### src/rtl/sign_extender_pkg.sv
// sign_extender_pkg
// Shared constants for the LEGv8 decode-stage immediate generator:
// datapath widths, opcode values for every immediate-bearing instruction,
// the width of each immediate field, and the immediate-format enum.
// Ports: none (package).
`timescale 1ns/1ps
package sign_extender_pkg;

    localparam int INSTR_LEN = 32;
    localparam int WORD      = 64;

    // D-format: opcode in bits [31:21]
    localparam logic [10:0] OPC_LDUR = 11'b11111000010;
    localparam logic [10:0] OPC_STUR = 11'b11111000000;
    // CB-format: opcode in bits [31:24]
    localparam logic [7:0]  OPC_CBZ  = 8'b10110100;
    localparam logic [7:0]  OPC_CBNZ = 8'b10110101;
    // B-format: opcode in bits [31:26]
    localparam logic [5:0]  OPC_B    = 6'b000101;
    localparam logic [5:0]  OPC_BL   = 6'b100101;
    // I-format: opcode in bits [31:22]
    localparam logic [9:0]  OPC_ADDI = 10'b1001000100;
    localparam logic [9:0]  OPC_SUBI = 10'b1101000100;

    // Immediate field widths
    localparam int D_IMM_W  = 9;
    localparam int CB_IMM_W = 19;
    localparam int B_IMM_W  = 26;
    localparam int I_IMM_W  = 12;

    typedef enum logic [2:0] {
        IMM_NONE,
        IMM_D,
        IMM_CB,
        IMM_B,
        IMM_I
    } imm_fmt_t;

endpackage

### src/rtl/sign_extender_imm_format_decode.sv
// imm_format_decode
// Classifies an instruction by its top 11 opcode bits into the immediate
// format it carries. Checks are made in priority order D, CB, B, I; anything
// else (R-format, undefined) is IMM_NONE.
// Ports:
//   opcode - instruction[31:21]
//   fmt    - immediate format of the instruction
`timescale 1ns/1ps
module imm_format_decode
    import sign_extender_pkg::*;
(
    input  logic [10:0] opcode,
    output imm_fmt_t    fmt
);

    always_comb begin
        fmt = IMM_NONE;
        if (opcode == OPC_LDUR || opcode == OPC_STUR) begin
            fmt = IMM_D;
        end else if (opcode[10:3] == OPC_CBZ || opcode[10:3] == OPC_CBNZ) begin
            fmt = IMM_CB;
        end else if (opcode[10:5] == OPC_B || opcode[10:5] == OPC_BL) begin
            fmt = IMM_B;
        end else if (opcode[10:1] == OPC_ADDI || opcode[10:1] == OPC_SUBI) begin
            fmt = IMM_I;
        end
    end

endmodule

### src/rtl/sign_extender.sv
// sign_extender
// Decode-stage immediate generator. Extracts the immediate field of the
// instruction according to its format, sign-extends it (D, CB, B) or
// zero-extends it (I) to a full datapath word, and registers the result.
// Instructions without an immediate produce zero. Branch offsets are left
// as word counts; the shift-left-2 happens in the branch-target adder path.
// Ports:
//   clk                  - rising-edge clock
//   rst_n                - synchronous active-low reset, clears the output
//   instruction          - instruction word from IF/ID
//   sign_extended_output - extended immediate, valid one edge after input
`timescale 1ns/1ps
module sign_extender
    import sign_extender_pkg::*;
(
    input  logic                 clk,
    input  logic                 rst_n,
    input  logic [INSTR_LEN-1:0] instruction,
    output logic [WORD-1:0]      sign_extended_output
);

    imm_fmt_t        fmt;
    logic [WORD-1:0] imm_next;

    imm_format_decode u_decode (
        .opcode (instruction[31:21]),
        .fmt    (fmt)
    );

    // Field MSB is replicated into every upper bit for the signed formats.
    always_comb begin
        imm_next = '0;
        unique case (fmt)
            IMM_D:  imm_next = {{(WORD-D_IMM_W){instruction[20]}},  instruction[20:12]};
            IMM_CB: imm_next = {{(WORD-CB_IMM_W){instruction[23]}}, instruction[23:5]};
            IMM_B:  imm_next = {{(WORD-B_IMM_W){instruction[25]}},  instruction[25:0]};
            IMM_I:  imm_next = {{(WORD-I_IMM_W){1'b0}},             instruction[21:10]};
            default: imm_next = '0;
        endcase
    end

    always_ff @(posedge clk) begin
        if (!rst_n) begin
            sign_extended_output <= '0;
        end else begin
            sign_extended_output <= imm_next;
        end
    end

endmodule

### config.mk
export PLATFORM = sky130hd
export DESIGN_NAME = sign_extender
export DESIGN_NICKNAME = d
export VERILOG_FILES = /design/src/rtl/sign_extender_pkg.sv /design/src/rtl/sign_extender_imm_format_decode.sv /design/src/rtl/sign_extender.sv
export SDC_FILE = /design/constraint.sdc
export NUM_CORES = 1
export LEC_CHECK = 0
export CAP_MARGIN = 20
export CORE_AREA = 2 2 69 77
export CTS_BUF_LIST = sky130_fd_sc_hd__clkbuf_2 sky130_fd_sc_hd__clkbuf_4 sky130_fd_sc_hd__clkbuf_8
export DETAILED_ROUTE_END_ITERATION = 7
export DIE_AREA = 0 0 71 79
export PLACE_DENSITY = 0.74
export SETUP_SLACK_MARGIN = 0.2
export SLEW_MARGIN = 0
export SYNTH_ARGS = -nofsm -noshare
export SYNTH_HDL_FRONTEND = slang
export SYNTH_HIERARCHICAL = 1
export SYNTH_SLANG_ARGS = --single-unit
### constraint.sdc
create_clock -name clk -period 7.2 [get_ports clk]
set_clock_uncertainty 0.15 [all_clocks]
set_input_delay 1.44 -clock clk [delete_from_list [all_inputs] [get_ports clk]]
set_output_delay 1.44 -clock clk [all_outputs]
set_load 0.005 [all_outputs]
==> CHANGELOG.md, run 1 <==
### Metrics

- TritonCTS clock tree: yes
- Share of total power in sequential cells: 47.6%
- Capture point of the worst path: sign_extended_output[8]$_SDFF_PN0_
- Quantity of gates resized following cts: 0
- Biggest area cells: sky130_fd_sc_hd__dfxtp_1 32%, sky130_fd_sc_hd__buf_4 19%, sky130_fd_sc_hd__a21oi_1 6.1%
- Count of inserted antenna diode cells: 0
- Die outline area: 0.005609 mm^2
- Length of the first detailed-routing pass in iterations: 4
- Total length of routed wires: 3939 um
- Clock network power consumption: 122 uW
- Mux frac, synth: 2.761%
- Post-synthesis area per instance: 9.218 um^2
- Simple share: 16.18%
- CTS Buf Count: 3
- Iteration-0 DRC Markers: 53
- Total internal power: 241.1 uW
- Combinational power: 36.9 uW
- Wire length of the first global-routing pass: 6078 um
- Number of synthesized flops with an enable pin: 0
- Worst VDD drop: 155.2 uV
- Largest register FFs: 26
- Largest power group: registers
- Number of pins exceeding their max-slew limit in the final report: 0
- Area fraction in full adders, half adders and majority gates: 0%
- Synth logic family: buffers and inverters
- Endpoint type of the worst setup path: flop
- Tightest Hold Check Type: in2reg
- Final hold violation count: 0
- Layout cell share with drive strength beyond 1: 10.92%
- Number of nets at the end of the flow: 264
- Init Core Util: 33.31%
- Family with the most delay on the worst path: simple AND/OR/NAND/NOR gates
- Hold-critical path endpoint: sign_extended_output[62]$_SDFF_PN0_
- Worst path cell trace: clkdlybuf4s50_1 -> nand2b_4 -> or4b_4 -> nor4_2 -> nor3b_4 -> o21ai_4 -> a21oi_1
- Post-Synth XOR/XNOR Area: 0%
- Post-synth ARST share: 0%
- Overall die height: 79 um
- Fill count: 466
- HPWL Detailed: 2983 um
- Post-Synthesis Cell Area: 0.001632 mm^2
- Startpoint of the worst hold path: instruction[25]
- Via-per-instance ratio: 4.965
- TNS Setup: 0 ps
- Initial antenna violation count: 0
- Die W: 71 um
- Setup repair after global routing missed its margin: false
- Root buffer selected by CTS: sky130_fd_sc_hd__clkbuf_8
- Largest net degree at the start of global routing: 40
- Crit path launch type: input port
- Ys cells: 177
- Post-CTS Repair Setup Buffers: 0
- Number of hold buffers added after cts: 0
- Post-synthesis cell type count: 35
- Number of placed I/O pins: 98
- Post-CTS clock slew at the launch and capture registers of the worst setup and hold paths: 80 ps
- Min cycle time layout: 4272 ps
- Worst-case headroom to the max-slew limit: 33.60%
- Number of rows created at floorplan: 27
- Crit path max-delay cell type: sky130_fd_sc_hd__nor3b_4
- Outcome: finished clean
- Cell Area, Placed: 0.002283 mm^2
- Clock group share of total power: 40.3%
- Post-synthesis register bit count: 26
- Class of the most critical setup path: in2reg
- Crit Path Max Fanout: 24
- Number of clock sinks: 26
- Count of antenna-violating nets left after detailed routing: 0
- Multi-input logic area: 704.4 um^2
- Total routing usage reported by global routing: 13.28%
- Synthesis-to-finish area growth: 44.33%
- Setup-violating endpoint count in the final report: 0
- Synth Seq Share: 31.90%
- Placeable core region: 0.004898 mm^2
## run 1: metal layers
metal / vias to the layer above / global-route usage [%] / wire length [um]
li1: 694 / - / -
met1: 652 / 16.39 / 1672
met2: 74 / 22.24 / 1852
met3: 5 / 4.315 / 380
met4: 0 / 3.396 / 34
met5: - / 0 / 0
## run 1: metrics by stage
| stage | setup WS, ps | hold WS, ps | std cells |
|---|---|---|---|
| floorplan | 3672 | 1428 | 177 |
| global placement | 2769 | 1916 | 283 |
| detailed placement | 2661 | 1913 | 283 |
| CTS | 2933 | 1625 | 287 |
| global route | 2768 | 1628 | 287 |
| finish | 2928 | 1621 | 287 |
## run 1: final cells by class
type,count,area share [%]
Tap cell,58,3.082
Clock buffer,3,1.753
Clock inverter,1,1.275
Inverter,2,0.3188
Timing Repair Buffer,98,41.55
Sequential cell,26,22.10
Multi-Input combinational cell,99,29.91
## run 1: cell usage in the layout (no fill, tap or decap), types with 2 or more instances in the layout
| master | n |
|---|---|
| sky130_fd_sc_hd__nor2b_1 | 8 |
| sky130_fd_sc_hd__clkbuf_8 | 3 |
| sky130_fd_sc_hd__a31oi_1 | 3 |
| sky130_fd_sc_hd__clkdlybuf4s50_1 | 97 |
| sky130_fd_sc_hd__o21ai_0 | 5 |
| sky130_fd_sc_hd__a21oi_2 | 6 |
| sky130_fd_sc_hd__nand2_1 | 10 |
| sky130_fd_sc_hd__dfxtp_1 | 26 |
| sky130_fd_sc_hd__mux2_2 | 4 |
| sky130_fd_sc_hd__nor2_1 | 3 |
| sky130_fd_sc_hd__a32oi_1 | 6 |
| sky130_fd_sc_hd__and4bb_2 | 2 |
| sky130_fd_sc_hd__a22oi_1 | 11 |
| sky130_fd_sc_hd__a21oi_1 | 20 |
| sky130_fd_sc_hd__and2_1 | 6 |
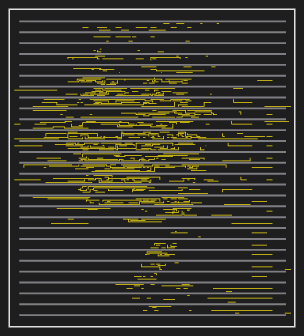
Fig. 1. The metal 1 layer (run 1).
Supply wires on this layer in grey.
main direction	horizontal
longest straight run	16.1 um
nets with wire on the layer	195
wire length on this layer	1,670 um

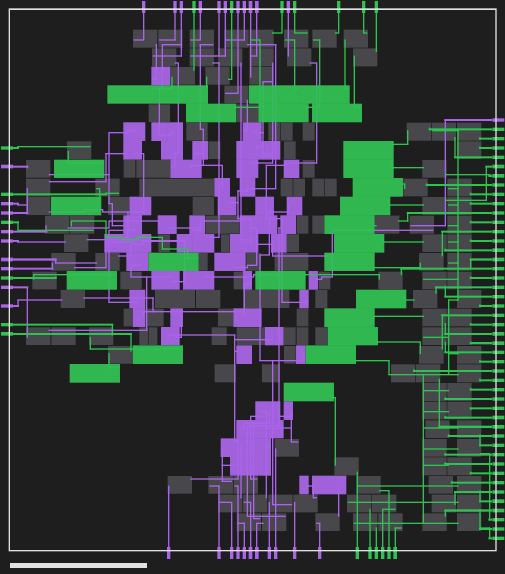
Fig. 2. Port wiring (run 1).
Scale bar: 20 um.
port	colour	bits	direction	edge	end cells	buffers	wire
instruction	purple	32	input	11 top, 11 bottom, 9 left, 1 right	58	32	1,040 um
sign_extended_output	green	64	output	45 right, 7 top, 6 left, 6 bottom	26	64	809 um

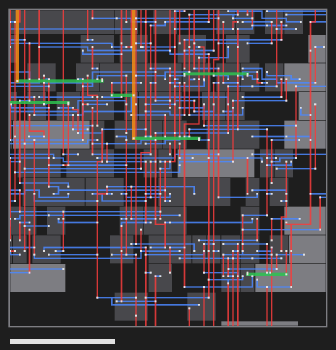
Fig. 3. Zoomed window (run 1).
Scale bar: 10 um. Window x 20 to 50, y 24 to 54 um. Cells in grey, sequential cells in the stronger grey; small squares are vias.
layer	colour
met2	red
met1	blue
met4	orange
met3	green
netlist names of flops here include	sign_extended_output (7)
sequential cells in the window	7
most frequent	a21oi_1 (13), nand2_1 (8), dfxtp_1 (7)
cells with their middle in the window	67

==> run 2, diff against run 1 <==
==> constraint.sdc (replaced) <==
create_clock -name clk -period 4.1 [get_ports clk]
set_clock_uncertainty 0.15 [all_clocks]
set_input_delay 0.82 -clock clk [delete_from_list [all_inputs] [get_ports clk]]
set_output_delay 0.82 -clock clk [all_outputs]
set_load 0.005 [all_outputs]
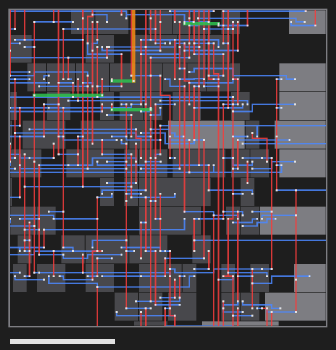
Fig. 4. Zoomed window (run 2).
Scale bar: 10 um. Window x 20 to 50, y 24 to 54 um. Cells in grey, sequential cells in the stronger grey; small squares are vias.
layer	colour
met1	blue
met3	green
met2	red
met4	orange
netlist names of flops here include	sign_extended_output (7)
most frequent	a21oi_1 (13), nand2_1 (8), dfxtp_1 (7)
sequential cells in the window	7
cells with their middle in the window	68

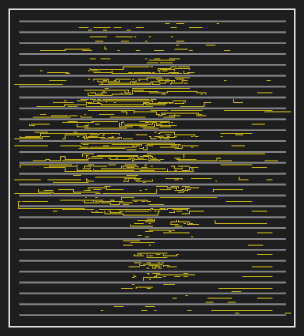
Fig. 5. The metal 1 layer (run 2).
Supply wires on this layer in grey.
nets with wire on the layer	203
main direction	horizontal
wire length on this layer	1,720 um
share of all routed wire	45%

==> run 2 against run 1 <==
Clock-buffer cell count did not move. Final cell count increased by 1.0%. Sequential share of layout area unchanged. Wire length shrank 2.8%. Sequential power is 76% higher. Synthesized cell count unchanged. Total power up 51%. Utilization unchanged. Highest routed layer unchanged.
==> CHANGELOG.md, run 2 <==
### Metrics

- Ys cells: 177
- Count of non-filler cells in the finished layout: 290
- Min cycle time layout: 3212 ps
- Minimum setup slack in the final design: 887.5 ps
- Post-Synthesis Cell Area: 0.001632 mm^2
- Synth Seq Share: 31.90%
- CP Buf/Inv Count: 2
- Mux frac, synth: 2.761%
- Worst slack on hold paths: 998.2 ps
- Biggest area cells: sky130_fd_sc_hd__dfxtp_1 32%, sky130_fd_sc_hd__buf_4 19%, sky130_fd_sc_hd__a21oi_1 6.1%
- Post-synthesis cell type count: 35
- CTS Buf Count: 3
- Layout cell share with drive strength beyond 1: 12.07%
- Register with the most flip-flops: sign_extended_output
- Post-detailed-route wirelength per cell: 13.20 um
- TNS Setup: 0 ps
- Post-synth ARST share: 0%
- Post-CTS clock slew at the launch and capture registers of the worst setup and hold paths: 80 ps
- Most frequent logic cell in the layout: sky130_fd_sc_hd__clkdlybuf4s50_1
- Simple share: 16.18%
- Number of H-tree levels: 1
- Number of synthesized flops with an enable pin: 0
- Buffer levels on the longest clock path: 2
- Final hold violation count: 0
- Footprint of the flip-flops and latches: 520.5 um^2
- Number of hold buffers added after cts: 0
- Commonest cells after routing, fill and taps aside: 97 x sky130_fd_sc_hd__clkdlybuf4s50_1, 26 x sky130_fd_sc_hd__dfxtp_1, 20 x sky130_fd_sc_hd__a21oi_1
- Required time of the critical path: 4070 ps
- Worst path cell trace: clkdlybuf4s50_1 -> nand2b_4 -> or4b_4 -> nor4_2 -> buf_4 -> o21ba_2 -> o21ai_4 -> a21oi_1
- Number of rows created at floorplan: 27
- Fill count: 474
- Die outline area: 0.005609 mm^2
- Worst hold path stage count: 3
- Die W: 71 um
- Length of the first detailed-routing pass in iterations: 4
- Placeable core region: 0.004898 mm^2
- Iteration-0 DRC Markers: 50
- Worst-case headroom to the max-slew limit: 34.62%
- Class of the most critical setup path: in2reg
- Instance tally after logic synthesis: 177
- Number of placed I/O pins: 98
- Power Total: 457.6 uW
- Total overflow reported by the global router: 0
- Overall die height: 79 um
- Root buffer selected by CTS: sky130_fd_sc_hd__clkbuf_8
- Crit path launch type: input port
- Cell Area, Placed: 0.002313 mm^2
- Crit Path Max Fanout: 24
- Largest registers: sign_extended_output (26)
- Warning count from the yosys run: 6
- Startpoint of the worst hold path: instruction[25]
- Fraction of synthesized cell area taken by the top area cell type: 31.90%
- Crit path max-delay cell type: sky130_fd_sc_hd__o21ai_4
- Post-synthesis area per instance: 9.218 um^2
- Most instantiated flip-flop cell in the synthesis netlist: sky130_fd_sc_hd__dfxtp_1
- Setup repair after global routing missed its margin: false
- Compound-gate portion of the synthesized area: 24.23%
- Worst VDD drop: 106.3 uV
- Number of pins exceeding their max-slew limit in the final report: 0
- Count of inserted antenna diode cells: 0
- Static leakage: 0.7427 nW
- Outcome: finished clean
- Wire length of the first global-routing pass: 6244 um
- Placed cell count: 287
- Transition at the pin with the smallest max-transition slack: 979.3 ps
- Areal power density over the cells: 194.3 mW/mm^2
- Largest area contributor in the netlist: sky130_fd_sc_hd__dfxtp_1
- Post-CTS Repair Setup Buffers: 0
- Synthesis-to-finish area growth: 44.33%
- Initial antenna violation count: 0
- Synth logic family: buffers and inverters
- Multi-input logic area: 704.4 um^2
- Number of warning messages in the logs: 26
- Area fraction in full adders, half adders and majority gates: 0%
- Largest register FFs: 26
- Family with the most delay on the worst path: AND-OR/OR-AND gates
- TritonCTS clock tree: yes
- Chip area in the Yosys report: 0.001632 mm^2
- Total routing usage reported by global routing: 13.66%
- Total length of routed wires: 3828 um
- Pre-CTS WS: 617.8 ps
- Largest stage delay on the critical path: 570 ps
- Largest net degree at the start of global routing: 40
- Tightest Hold Check Type: in2reg
- Endpoint type of the worst setup path: flop
- Count of antenna-violating nets left after detailed routing: 0
- Number of clock sinks: 26
- Vias in the first global route: 1,249
- Yosys top cell by instances: sky130_fd_sc_hd__buf_4
- Post-layout utilization of the core: 48.07%
- Quantity of gates resized following cts: 0
- Init Core Util: 33.31%
- Post-synthesis register bit count: 26
- Number of nets at the end of the flow: 268
- Via-per-instance ratio: 4.803
- Hold-critical path endpoint: sign_extended_output[62]$_SDFF_PN0_
- Setup-violating endpoint count in the final report: 0
- Post-Synth XOR/XNOR Area: 0%
- HPWL Detailed: 2906 um
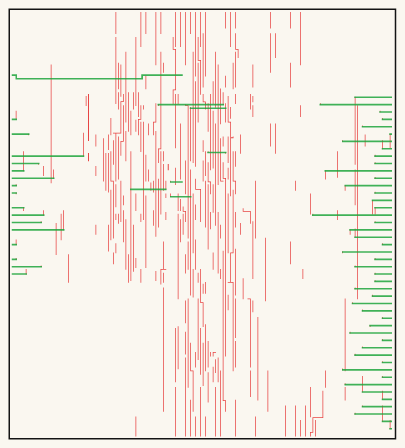
Fig. 6. Wiring by layer (run 2).
Only two layers are drawn.
layer	colour	wire length
met3	green	358 um
met2	red	1,730 um

## run 2: cell counts after synthesis
Identical to the previous run, type by type.
## run 2: cells by family (layout without fill, tap and decap cells)
group	count (synthesis)	in the layout
AND-OR/OR-AND	57	57
multiplexers	4	4
AND/OR/NAND/NOR	38	38
flip-flops	26	26
buffers and inverters	52	107
## run 2: routing by layer
layer | up-vias | part of all wire [%] | routed length (um) | track usage [%]
met4 | 0 | 0.50 | 19 | 3.396
met2 | 74 | 45 | 1729 | 21.87
met3 | 2 | 9.4 | 358 | 3.807
li1 | 699 | - | - | -
met5 | - | 0 | 0 | 0
met1 | 618 | 45 | 1721 | 18.16
## run 2: cell type report
type	count	area share, %
multi-input cells	99	29.91
inverters	2	0.3188
clock buffers	3	1.753
repair buffers	102	42.83
well taps	58	3.082
flip-flops and latches	26	22.10
## run 2: worst max path at each step
stage               slack [ps]                                   to             from  cells after the start
floorplan                 1190  sign_extended_output[11]$_SDFF_PN0_  instruction[25]                      7
global placement           680   sign_extended_output[1]$_SDFF_PN0_  instruction[31]                      8
detailed placement         620  sign_extended_output[23]$_SDFF_PN0_  instruction[31]                      8
CTS                        900  sign_extended_output[23]$_SDFF_PN0_  instruction[31]                      8
global route               760  sign_extended_output[19]$_SDFF_PN0_  instruction[27]                      7
finish                     890   sign_extended_output[1]$_SDFF_PN0_  instruction[31]                      8
## run 2: tightest hold or removal path, delay by kind of cell
kind                   cells  cell delay [ps]
buffers and inverters      1              420
and+or+nand+nor            1               70
AOI/OAI and AO/OA          1               60
## run 2: report_power, final
part / total, mW / internal (mW) / switching [mW]
registers: 0.253 / 0.253 / 0.000341
clock network: 0.140 / 0.0657 / 0.0741
logic: 0.0645 / 0.0400 / 0.0245
total: 0.458 / 0.359 / 0.0990
==> run 3, diff against run 2 <==
==> constraint.sdc (replaced) <==
create_clock -name clk -period 3.3 [get_ports clk]
set_clock_uncertainty 0.15 [all_clocks]
set_input_delay 0.66 -clock clk [delete_from_list [all_inputs] [get_ports clk]]
set_output_delay 0.66 -clock clk [all_outputs]
set_load 0.005 [all_outputs]
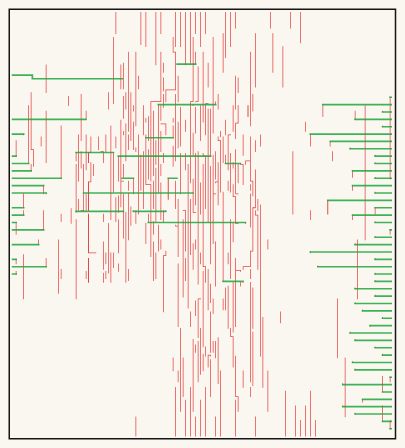
Fig. 7. Wiring by layer (run 3).
Only two layers are drawn.
layer	colour	wire length
met3	green	442 um
met2	red	1,900 um

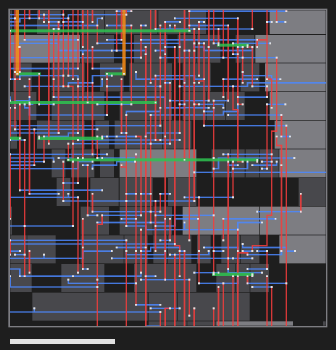
Fig. 8. Zoomed window (run 3).
Scale bar: 10 um. Window x 20 to 50, y 24 to 54 um. Cells in grey, sequential cells in the stronger grey; small squares are vias.
layer	colour
met4	orange
met2	red
met3	green
met1	blue
cells with their middle in the window	70
netlist names of flops here include	sign_extended_output (11)
most frequent	a21oi_1 (12), dfxtp_1 (11), nand2_1 (7)
sequential cells in the window	11

==> run 3 against run 2 <==
Synthesized cell count unchanged. Sequential share of layout area down 0.72 points. Wire length up 7.3%. Global-route usage down 0.19 points. Critical path depth unchanged. Flip-flop count unchanged. Setup slack worse by 530 ps. Final cell count up 2.4%. Critical endpoint is now sign_extended_output[19]$_SDFF_PN0_. Largest cell class unchanged.
==> CHANGELOG.md, run 3 <==
### Metrics

- Biggest area cells: sky130_fd_sc_hd__dfxtp_1 32%, sky130_fd_sc_hd__buf_4 19%, sky130_fd_sc_hd__a21oi_1 6.1%
- Number of clock sinks: 26
- Iteration-0 DRC Markers: 71
- Die W: 71 um
- Class of the most critical setup path: in2reg
- Count of inserted antenna diode cells: 0
- Layout cell share with drive strength beyond 1: 15.06%
- Worst slack on hold paths: 855.3 ps
- Post-synth ARST share: 0%
- Buffer levels on the longest clock path: 2
- Setup repair after global routing missed its margin: false
- Setup-violating endpoint count in the final report: 0
- Total length of routed wires: 4109 um
- Fraction of synthesized cell area taken by the top area cell type: 31.90%
- Post-CTS Repair Setup Buffers: 0
- Minimum setup slack in the final design: 361.8 ps
- Number of placed I/O pins: 98
- Largest register FFs: 26
- Number of warning messages in the logs: 26
- TritonCTS clock tree: yes
- Root buffer selected by CTS: sky130_fd_sc_hd__clkbuf_8
- Number of pins exceeding their max-slew limit in the final report: 0
- Yosys top cell by instances: sky130_fd_sc_hd__buf_4
- Largest power group: registers
- Worst path cell trace: clkdlybuf4s50_1 -> nand2b_4 -> or4b_4 -> o22ai_1 -> buf_4 -> nor3b_4 -> o21ai_2 -> a21oi_1
- Placer's final routability congestion estimate: 0.8442
- Required time of the critical path: 3280 ps
- Most instantiated flip-flop cell in the synthesis netlist: sky130_fd_sc_hd__dfxtp_1
- Combinational power: 83.3 uW
- Endpoint type of the worst setup path: flop
- Warning count from the yosys run: 6
- Crit path launch type: input port
- Register with the most flip-flops: sign_extended_output
- Number of nets at the end of the flow: 274
- Overall die height: 79 um
- Die outline area: 0.005609 mm^2
- Count of antenna-violating nets left after detailed routing: 0
- Largest stage delay on the critical path: 580 ps
- Initial antenna violation count: 0
- Pre-CTS WS: 81.20 ps
- Largest registers: sign_extended_output (26)
- Total overflow reported by the global router: 0
- Clock group share of total power: 39.8%
- Share of total power in sequential cells: 47.6%
- TNS Setup: 0 ps
- Min cycle time layout: 2938 ps
- Total internal power: 527.5 uW
- Number of synthesized flops with an enable pin: 0
- Worst-case headroom to the max-slew limit: 54.29%
- Crit path max-delay cell type: sky130_fd_sc_hd__o21ai_2
- Synth Seq Share: 31.90%
- Most frequent logic cell in the layout: sky130_fd_sc_hd__clkdlybuf4s50_1
- Instance tally after logic synthesis: 177
- Transition at the pin with the smallest max-transition slack: 685.6 ps
- Areal power density over the cells: 271.8 mW/mm^2
- HPWL Detailed: 3040 um
- Tightest Hold Check Type: in2reg
- Worst VDD drop: 203.6 uV
- Commonest cells after routing, fill and taps aside: 97 x sky130_fd_sc_hd__clkdlybuf4s50_1, 26 x sky130_fd_sc_hd__dfxtp_1, 20 x sky130_fd_sc_hd__a21oi_1
- Portion of total power attributed to combinational logic: 12.6%
- Length of the first detailed-routing pass in iterations: 4
- Outcome: finished clean
- Net switching power: 134.0 uW
- Init Core Util: 33.31%
- Largest area contributor in the netlist: sky130_fd_sc_hd__dfxtp_1
- Static leakage: 0.7844 nW
- Largest net degree at the start of global routing: 40
- Clock network power consumption: 264 uW
- Chip area in the Yosys report: 0.001632 mm^2
- Via-per-instance ratio: 4.973
- Post-synthesis cell type count: 35
- Number of rows created at floorplan: 27
- Post-detailed-route wirelength per cell: 13.84 um
- Post-synthesis register bit count: 26
- Ys cells: 177
- Number of H-tree levels: 1
- Crit Path Max Fanout: 25
- Post-Synthesis Cell Area: 0.001632 mm^2
- Power of the sequential group: 315 uW
- Switching share of power: 20.25%
- Maximum clock frequency: 340.4 MHz
- Final hold violation count: 0
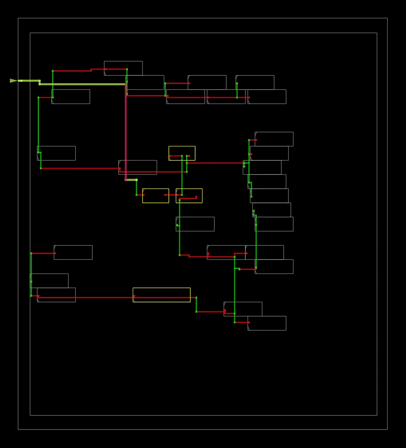
Fig. 9. Clock nets (run 3).
sequential cell count of the final layout: 26
final-layout clock buffer total: 3
CTS Buf Count: 3

## run 3: cell counts after synthesis
Identical to the previous run, type by type.
## run 3: logic make-up (layout without fill, tap and decap cells)
kind of cell           after synthesis  count (layout)  synth area share (%)
AND-OR/OR-AND                       57              58                 24.23
buffers and inverters               52             113                 24.92
flip-flops                          26              26                 31.90
multiplexers                         4               4                 2.761
AND/OR/NAND/NOR                     38              38                 16.18
## run 3: per-stage QoR
stage | power, mW | std cells | util [%]
after global placement | 0.4032 | 292 | 47.99
final | 0.6614 | 297 | 49.68
after global routing | 0.6831 | 297 | 49.68
after detailed placement | 0.4035 | 292 | 47.99
after floorplan | 0.3484 | 177 | -
after CTS | 0.6634 | 296 | 49.45
## run 3: repair_timing
item | CTS | global route
resized | 0 | 1
hold buffers | 0 | 0
setup endpoints to repair | 0 | 3
## run 3: layer usage
layer	vias up	track usage (%)	wire length [um]
li1	720	-	-
met1	664	17.69	1725
met2	89	22.43	1902
met3	4	2.538	442
met4	0	3.962	39
met5	-	0	0
## run 3: final cells by class
class	instances	area, um^2
fill	464	2465
inverter	2	7.507
multi-input combinational	100	715.7
clock inverter	1	30.03
timing repair buffer	107	1046
tap	58	72.57
sequential	26	520.5
clock buffer	3	41.29
## run 3: critical path, delay by kind of cell
kind | cells | cell delay [ps]
AOI/OAI and AO/OA | 3 | 810
and+or+nand+nor | 3 | 730
buffers and inverters | 2 | 710
## run 3: worst paths after layout
path / cells past startpoint / start / slack [ps] / to
worst max-delay path: 8 / instruction[25] / 360 / sign_extended_output[19]$_SDFF_PN0_
worst min-delay path: 3 / instruction[25] / 860 / sign_extended_output[62]$_SDFF_PN0_
Power figures rest on the tool's default switching activity, not on a simulated workload.
